Fig. 1: run 1, placed cells, one color a class
Fill, decap, tap and diode cells in gray.
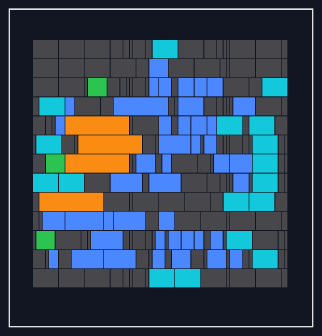
Fig. 2: run 1, routed metal per tile
The die is cut into 9 by 9 equal tiles; dark blue is low, red is high, scaled to the fullest tile. Values are wire area over tile area, all layers added.
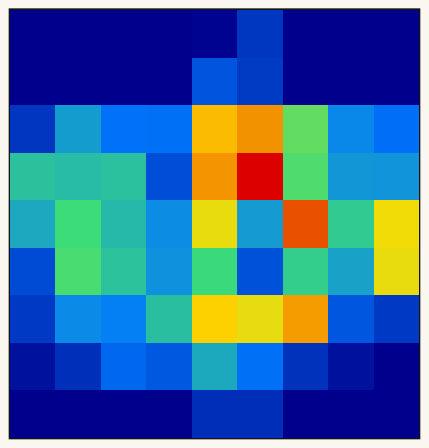
Fig. 3: run 1, clock nets
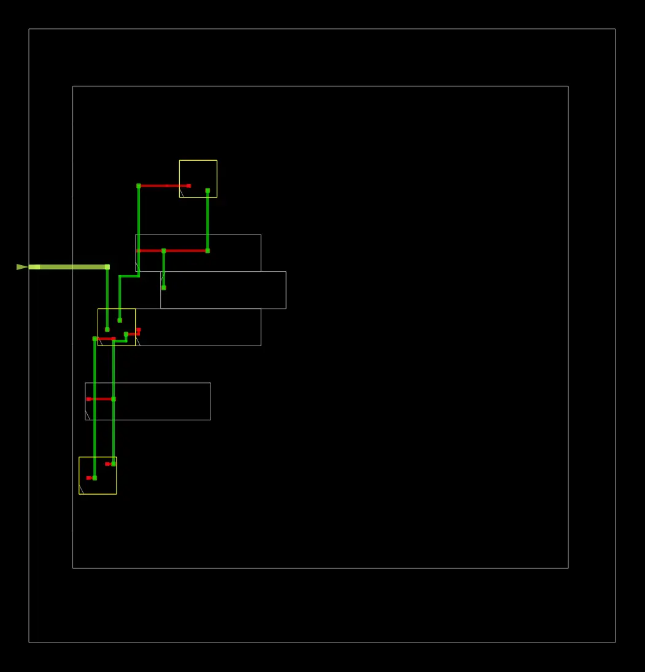
`config.mk`:
```
export PLATFORM = sky130hd
export DESIGN_NAME = cpu_controller
export DESIGN_NICKNAME = d
export VERILOG_FILES = /design/src/rtl/cpu_defs.sv /design/src/rtl/phase_counter.sv /design/src/rtl/cpu_controller.sv
export SDC_FILE = /design/constraint.sdc
export NUM_CORES = 1
export LEC_CHECK = 0
export CAP_MARGIN = 20
export CORE_AREA = 3 3 40 42
export DETAILED_ROUTE_END_ITERATION = 12
export DIE_AREA = 0 0 43 45
export SLEW_MARGIN = 30
export SYNTH_ARGS = -nofsm -noshare
export SYNTH_HDL_FRONTEND = slang
export SYNTH_SLANG_ARGS = --single-unit
```
`constraint.sdc`:
```
create_clock -name clk -period 3.6 [get_ports clk]
set_clock_uncertainty 0.15 [all_clocks]
set_input_delay 0.72 -clock clk [delete_from_list [all_inputs] [get_ports clk]]
set_output_delay 0.72 -clock clk [all_outputs]
set_load 0.01 [all_outputs]
```
`src/rtl/cpu_defs.sv`:
```
// Shared constants for the 8-bit CPU controller: field widths, opcodes and
// instruction-cycle phases.
package cpu_defs;

  localparam int unsigned OPC_W = 3;
  localparam int unsigned PH_W  = 3;

  localparam logic [OPC_W-1:0] HLT = 3'd0;
  localparam logic [OPC_W-1:0] SKZ = 3'd1;
  localparam logic [OPC_W-1:0] ADD = 3'd2;
  localparam logic [OPC_W-1:0] AND = 3'd3;
  localparam logic [OPC_W-1:0] XOR = 3'd4;
  localparam logic [OPC_W-1:0] LDA = 3'd5;
  localparam logic [OPC_W-1:0] STO = 3'd6;
  localparam logic [OPC_W-1:0] JMP = 3'd7;

  localparam logic [PH_W-1:0] INST_ADDR  = 3'd0;
  localparam logic [PH_W-1:0] INST_FETCH = 3'd1;
  localparam logic [PH_W-1:0] INST_LOAD  = 3'd2;
  localparam logic [PH_W-1:0] IDLE       = 3'd3;
  localparam logic [PH_W-1:0] OP_ADDR    = 3'd4;
  localparam logic [PH_W-1:0] OP_FETCH   = 3'd5;
  localparam logic [PH_W-1:0] ALU_OP     = 3'd6;
  localparam logic [PH_W-1:0] STORE      = 3'd7;

  // Instructions that read a memory operand into the accumulator path.
  function automatic logic is_aluop(input logic [OPC_W-1:0] op);
    return (op == ADD) || (op == AND) || (op == XOR) || (op == LDA);
  endfunction

endpackage

```
`src/rtl/phase_counter.sv`:
```
// Wrapping instruction-phase counter with count enable and async active-low reset.
module phase_counter #(
  parameter int unsigned WIDTH = 3
) (
  input  logic             clk,
  input  logic             rst_,
  input  logic             enable,
  output logic [WIDTH-1:0] count
);

  always_ff @(posedge clk or negedge rst_) begin
    if (!rst_) begin
      count <= '0;
    end else if (enable) begin
      count <= count + WIDTH'(1);
    end
  end

endmodule

```
`src/rtl/cpu_controller.sv`:
```
// Instruction sequencer: walks the 8-phase cycle and decodes datapath strobes
// combinationally from the current phase, opcode and zero flag.
module cpu_controller #(
  parameter int unsigned OPC_W = cpu_defs::OPC_W,
  parameter int unsigned PH_W  = cpu_defs::PH_W
) (
  input  logic             clk,
  input  logic             rst_,
  input  logic [OPC_W-1:0] opcode,
  input  logic             zero,
  output logic             sel,
  output logic             rd,
  output logic             ld_ir,
  output logic             ld_ac,
  output logic             ld_pc,
  output logic             inc_pc,
  output logic             data_e,
  output logic             wr,
  output logic             halt,
  output logic [PH_W-1:0]  phase
);

  import cpu_defs::*;

  logic halted_q, halted_d;
  logic enter_halt;
  logic aluop;

  assign aluop      = is_aluop(opcode);
  assign enter_halt = !halted_q && (phase == OP_ADDR) && (opcode == HLT);
  assign halted_d   = halted_q || enter_halt;

  // Counter freezes at OP_ADDR on the halting edge so phase reads 4 while halted.
  phase_counter #(
    .WIDTH (PH_W)
  ) u_phase_counter (
    .clk    (clk),
    .rst_   (rst_),
    .enable (!halted_q && !enter_halt),
    .count  (phase)
  );

  always_ff @(posedge clk or negedge rst_) begin
    if (!rst_) begin
      halted_q <= 1'b0;
    end else begin
      halted_q <= halted_d;
    end
  end

  always_comb begin
    sel    = 1'b0;
    rd     = 1'b0;
    ld_ir  = 1'b0;
    ld_ac  = 1'b0;
    ld_pc  = 1'b0;
    inc_pc = 1'b0;
    data_e = 1'b0;
    wr     = 1'b0;
    halt   = 1'b0;
    if (halted_q) begin
      halt = 1'b1;
    end else begin
      unique case (phase)
        INST_ADDR: begin
          sel = 1'b1;
        end
        INST_FETCH: begin
          sel = 1'b1;
          rd  = 1'b1;
        end
        INST_LOAD, IDLE: begin
          sel   = 1'b1;
          rd    = 1'b1;
          ld_ir = 1'b1;
        end
        OP_ADDR: begin
          inc_pc = (opcode != HLT);
          halt   = (opcode == HLT);
        end
        OP_FETCH: begin
          rd = aluop;
        end
        ALU_OP: begin
          rd     = aluop;
          inc_pc = (opcode == SKZ) && zero;
          ld_pc  = (opcode == JMP);
          data_e = (opcode == STO);
        end
        STORE: begin
          rd     = aluop;
          ld_ac  = aluop;
          ld_pc  = (opcode == JMP);
          inc_pc = (opcode == JMP);
          wr     = (opcode == STO);
          data_e = (opcode == STO);
        end
        default: begin
          sel = 1'b0;
        end
      endcase
    end
  end

endmodule

```
==> out/results.ini, run 1 <==
[drt]
antenna_left = 0
drc = 0
via_per_inst = 4.87

[sta]
final_hold_viol_count = 0
slew-limit-headroom = 0.740

[final_layout]
regArea_um2 = 100
lay_top_count = clkdlybuf4s50_1
seq_cell_count = 4
nClkBuffers = 3
multiInputGateArea_um2 = 293

[power]
power-top-group = combinational cells
powerDensity_nw_per_um2 = 768
comb_power_share = 0.647
swShare = 0.436

[synth]
synth_cell_type_count = 20
synth-edff-count = 0
common_cells = ha_1 (7), inv_1 (6), a21oi_1 (5)
top_logic_kind = AND-OR/OR-AND gates
ys.flops = 4

[global_route]
grt_max_degree = 12

[clock_tree]
cts_tree = built

[run_status]
status = complete, no violations

Notes on Fig. 1 above:
class	color	cells	share of their area
all other logic	blue	43	52%
cells driving clock nets	green	3	3.7%
flip-flops	orange	4	16%
other buffers and delay cells	cyan	17	28%
FP Rows: 13
post-route cell area: 627 um2
fraction of area in registers: 0.160
fin util: 0.488
core area: 1280 um2

Notes on Fig. 2 above:
nearly empty tiles	28%
emptiest ninth of the die	top left
mean over tiles	0.078
Total Wirelength: 944 um
gr usage total: 0.110

Notes on Fig. 3 above:
clk latency late pin: 0.23 ns
Clk power: 0.0538 mW

==> inputs of run 2 (changes only) <==
- ABC_AREA: default -> 0
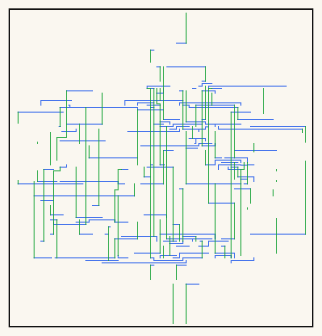
Fig. 4. Wiring by layer (run 2).
Only two layers are drawn.
layer	color	wire length
met1	blue	439 um
met2	green	441 um
vias: 399
DR WL/cell: 11.5 um

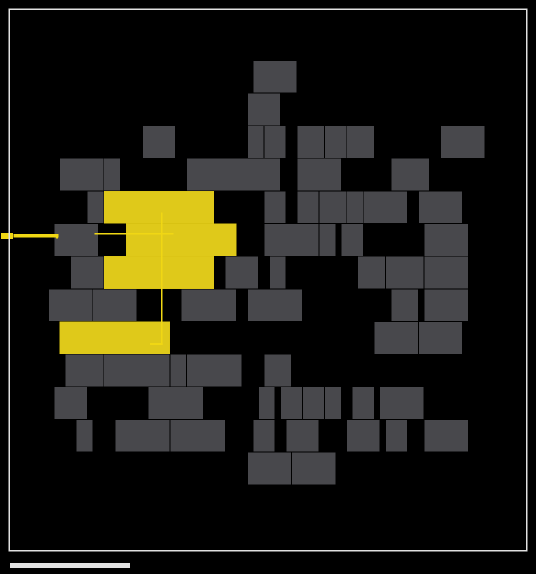
Fig. 5. Nets reached from selected ports (run 2).
The bar under the picture is 10 um long.
port	color	direction	end cells	buffers	wire
rst_	yellow	input	4	1	21.9 um

==> out/results.ini, run 2 <==
[run_status]
status = complete, no violations  ; unchanged

[clock_tree]
cts_tree = built  ; unchanged
clkLatencyLatePin_ns = 0.23  ; about the same

[synth]
top_logic_kind = AND-OR/OR-AND gates  ; unchanged
synth_cell_type_count = 20  ; unchanged

[global_route]
grt_max_degree = 12  ; unchanged
gr-usage-all-layers = 0.110  ; unchanged

[drt]
drc = 0  ; unchanged
routed_wl_um = 944  ; unchanged

[floorplan]
core-area_um2 = 1280  ; unchanged
rows = 13  ; unchanged

[sta]
slew-limit-headroom = 0.740  ; unchanged
final_hold_viol_count = 0  ; unchanged

[power]
powerDensity_nw_per_um2 = 768  ; unchanged
power-top-group = combinational cells  ; unchanged

[final_layout]
seq_share = 0.160  ; unchanged
seq_cell_count = 4  ; unchanged
regArea_um2 = 100  ; unchanged
lay_top_count = clkdlybuf4s50_1  ; unchanged
fin_area_um2 = 627  ; unchanged
nClkBuffers = 3  ; unchanged

Power and IR drop assume default switching activity.
